==> config.mk <==
export PLATFORM = sky130hd
export DESIGN_NAME = ysyx_23060236_tlb
export DESIGN_NICKNAME = d
export VERILOG_FILES = /design/src/rtl/ysyx_23060236_tlb_pkg.sv /design/src/rtl/ysyx_23060236_tlb_victim.sv /design/src/rtl/ysyx_23060236_tlb.sv
export SDC_FILE = /design/constraint.sdc
export NUM_CORES = 1
export LEC_CHECK = 0
export CAP_MARGIN = 20
export CELL_PAD_IN_SITES_DETAIL_PLACEMENT = 0
export CELL_PAD_IN_SITES_GLOBAL_PLACEMENT = 2
export CORE_ASPECT_RATIO = 1.25
export CORE_MARGIN = 3
export CORE_UTILIZATION = 45
export DETAILED_ROUTE_END_ITERATION = 10
export PLACE_DENSITY = 0.88
export SETUP_SLACK_MARGIN = 0.2
export SLEW_MARGIN = 40
export SYNTH_ARGS = -nofsm -noshare
export SYNTH_HDL_FRONTEND = slang
export SYNTH_SLANG_ARGS = --single-unit
==> constraint.sdc <==
create_clock -name clock -period 12.6 [get_ports clock]
set_clock_uncertainty 0.1 [all_clocks]
set_input_delay 3.78 -clock clock [delete_from_list [all_inputs] [get_ports clock]]
set_output_delay 3.78 -clock clock [all_outputs]
set_load 0.02 [all_outputs]
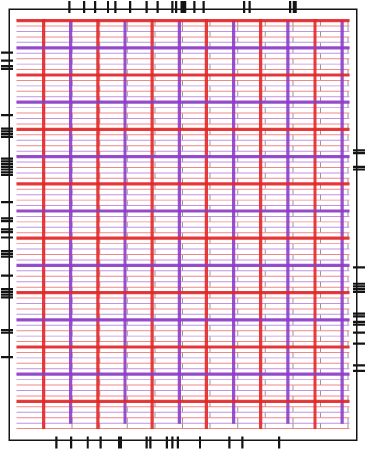
Run 1: supply network
Scale: 2 px per micron. Pins as bars on the die edge. Tap cells in grey.
| colour | net |
|---|---|
| red | VSS |
| purple | VDD |
tap cells: 462
signal pins: 85
met5 straps: 15
met1 rails: 76
met4 straps: 12
die width: 173 microns
Core Footprint: 34,000 sq um
peak supply drop: 0.124 mV
die extent in y: 215 microns

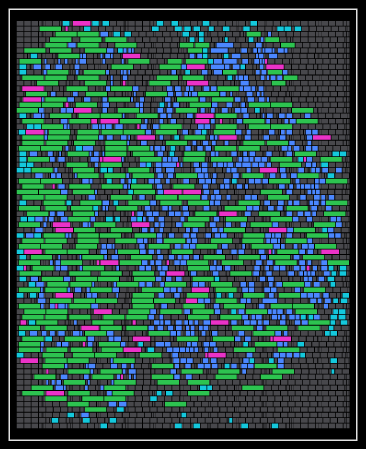
Run 1: cells coloured by class
Scale: 2 px per micron. Fill, decap, tap and diode cells in grey.
| colour | class | cells | share of their area |
|---|---|---|---|
| green | flip-flops | 331 | 55% |
| blue | all other logic | 723 | 31% |
| cyan | other buffers and delay cells | 140 | 7.0% |
| magenta | clock drivers and dummy loads | 65 | 6.2% |
Cell Rows: 75
Core Util, Final: 0.540
sequential share of cell area: 0.536

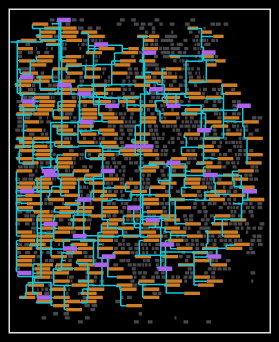
Run 1: clock network drawn from the DEF
Scale: 1.5 px per micron.
[purple] cells driving clock nets | count: 36
[orange] flip-flops | count: 331
[cyan] clock wires | length: 4,170 microns
routed clock nets: 37
clock network power consumption: 1.01 mW
Clock power frac: 0.424

==> results.toml, run 1 <==
# generated from flow reports
[outcome]
outcome = "finished, final reports clean"

[floorplanning]
fp_util = 0.462

[flow_run]
max-cap-violations = 0
warnings = 26

[clock_tree]
cts.htree.levels = 2
clk_pin_slew_worst_paths_ps = 60

[detailed_routing]
top_layer = "met4"

[final_timing]
setup_tns_ps = 0
fin_ws_ps = 1010
slew-limit-headroom = 0.406

[layout]
final-nonclk-buf-share = 0.0681
ff_count = 331
multi_input_comb_cells = 698

[worst_setup_path]
cp_top_family = "buffers and inverters"
max_stage_delay_ps = 800
cp_max_fo = 8
crit_type = "input port to primary output"
critPathBufInv = 3

[synth]
synth-adder-area-share = 0.000798
top_area_cell = "edfxtp_1"
ys_cells = 1118

[hold_path]
hold_class = "flip-flop to flip-flop"

[placement]
dpl.hpwl_microns = 29200

[power_and_ir_drop]
power_frac_seq = 0.511
p_comb_frac = 0.065
==> run 1 -> run 2 <==
Settings changed: PLACE_DENSITY 0.88 to default, PLACE_DENSITY_LB_ADDON from default to 0.12.
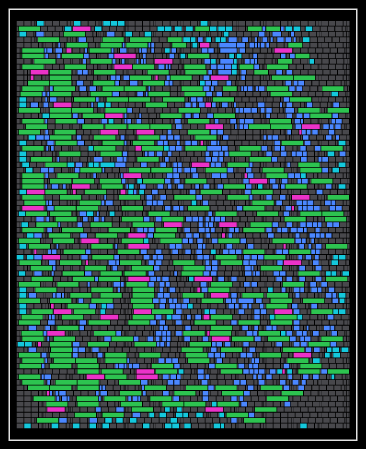
Run 2: cells coloured by class
Scale: 2 px per micron. Fill, decap, tap and diode cells in grey.
| colour | class | cells | share of their area |
|---|---|---|---|
| magenta | clock drivers and dummy loads | 65 | 6.7% |
| blue | all other logic | 723 | 31% |
| green | flip-flops | 331 | 55% |
| cyan | other buffers and delay cells | 143 | 7.2% |
Core Util, Final: 0.544
sequential share of cell area: 0.532

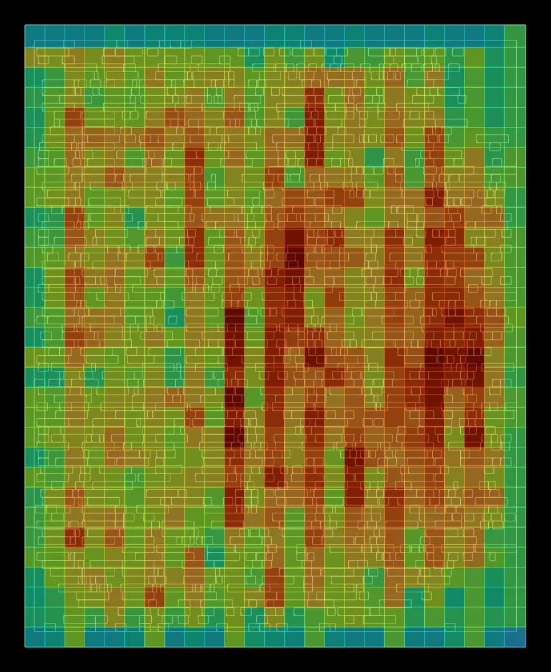
Run 2: track usage over the die
Top Usage Layer GRT: met2
global-route track usage on met2: 0.429
Avg WL per Cell: 26.7 microns
met3 Usage GRT: 0.0339
Overall Global Routing Usage: 0.247

==> run 2 against run 1 <==
Register-to-register slack got worse by 180 ps. Wire length increased by 3.5%. Sequential share of layout area decreased by 0.37 points. Non-clock buffer count increased by 3. Maximum frequency decreased by 0.84%. Critical path depth increased by 2. Design area increased by 0.69%. Total power increased by 3.3%. Sequential power about the same. Utilization increased by 0.37 points. Combinational power about the same. Critical endpoint is now tlb_rdata[8]. Largest cell class unchanged. Highest routed layer unchanged.
==> results.toml, run 2 <==
# generated from flow reports
[worst_setup_path]
critPathBufInv = 5
cp.arrival_ps = 7810
crit_type = "input port to primary output"
cp_max_fo = 15
cp_top_family = "buffers and inverters"
max_stage_delay_ps = 840

[synth]
top_cells_by_area = "edfxtp_1 (61%), xnor2_1 (13%), xor2_1 (5.2%)"
top_area_cell = "edfxtp_1"
synth-adder-area-share = 0.000798
ys_ff = 331
ys_cells = 1118

[final_timing]
slew-limit-headroom = 0.391
fin_ws_ps = 911
setup_tns_ps = 0

[layout]
final-nonclk-buf-share = 0.0695
multi_input_comb_cells = 698
num-nonclk-buffers = 143
finish.instance_area_sq_um = 18500
ff_count = 331

[outcome]
outcome = "finished, final reports clean"

[clock_tree]
cts.htree.levels = 2
cts_hold_buf = 0
clk_pin_slew_worst_paths_ps = 60

[global_routing]
grt_pass1_wl_microns = 67300
grt_pass1_vias = 10000

[power_and_ir_drop]
pwr-share-clk = 0.442
p_comb_frac = 0.063
power_frac_seq = 0.495
intPower_mw = 1.92
peakVddDrop_mv = 0.115
p_clk_mw = 1.09
p_leak_nw = 6.06

[floorplanning]
fp_util = 0.462
core-area_sq_um = 34000
die_w_microns = 173
num_rows = 75
die_h_microns = 215
io_pins = 85

[flow_run]
max-cap-violations = 0

[detailed_routing]
top_layer = "met4"
ant_nets = 0

[hold_path]
hold_class = "flip-flop to flip-flop"
min_path_cells = 1
==> run 2 -> run 3 <==
Settings changed: CELL_PAD_IN_SITES_DETAIL_PLACEMENT 0 to 1, CORE_MARGIN 3 to 5.
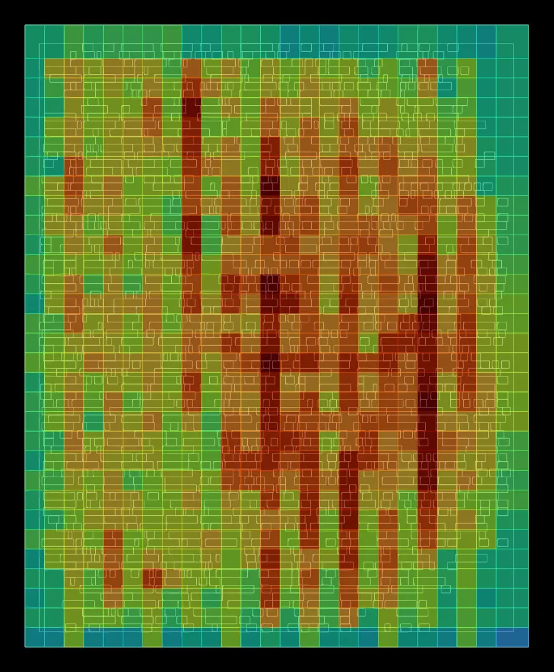
Run 3: track usage over the die
met3 Usage GRT: 0.0291
global-route track usage on met2: 0.472
grt met1 use: 0.294

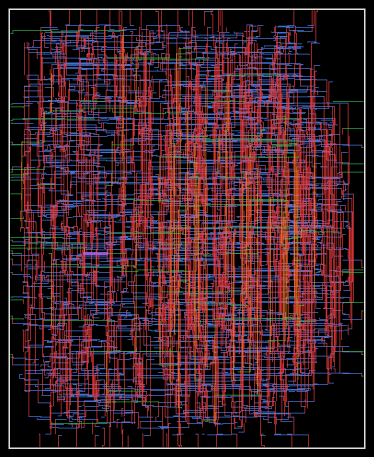
Run 3: routed metal, one colour a layer
Scale: 2 px per micron.
| colour | layer | wire length |
|---|---|---|
| blue | met1 | 18,800 microns |
| green | met3 | 1,600 microns |
| purple | met5 | 11.0 microns |
| red | met2 | 26.3 mm |
| orange | met4 | 2,680 microns |
Avg WL per Cell: 28.7 microns
Overall Global Routing Usage: 0.256
aggregate routed wire length: 49,400 microns
Vias: 9,846

==> run 3 against run 2 <==
First-iteration DRC count decreased by 10%. Flip-flop count unchanged. Via count increased by 0.76%. Combinational power about the same. Design area shrank 1.0%.
==> results.toml, run 3 <==
# generated from flow reports
[final_timing]
slew-limit-headroom = 0.454
setup_tns_ps = 0

[global_routing]
grt_pass1_wl_microns = 71700

[layout]
final-nonclk-buf-share = 0.0679
final_util = 0.531

[floorplanning]
num_rows = 76
die_w_microns = 177
fp_util = 0.456
die_h_microns = 219

[detailed_routing]
ant_nets = 0

[flow_run]
warnings = 26

[power_and_ir_drop]
pwr-share-clk = 0.413
p_comb_frac = 0.067

[synth]
ys_cells = 1118
synth-adder-area-share = 0.000798

[placement]
dpl.hpwl_microns = 33900

[outcome]
outcome = "finished, final reports clean"

[clock_tree]
cts.htree.levels = 2
clk_pin_slew_worst_paths_ps = 60

[worst_setup_path]
critPathBufInv = 3
Power is estimated from default activity; no workload was simulated.
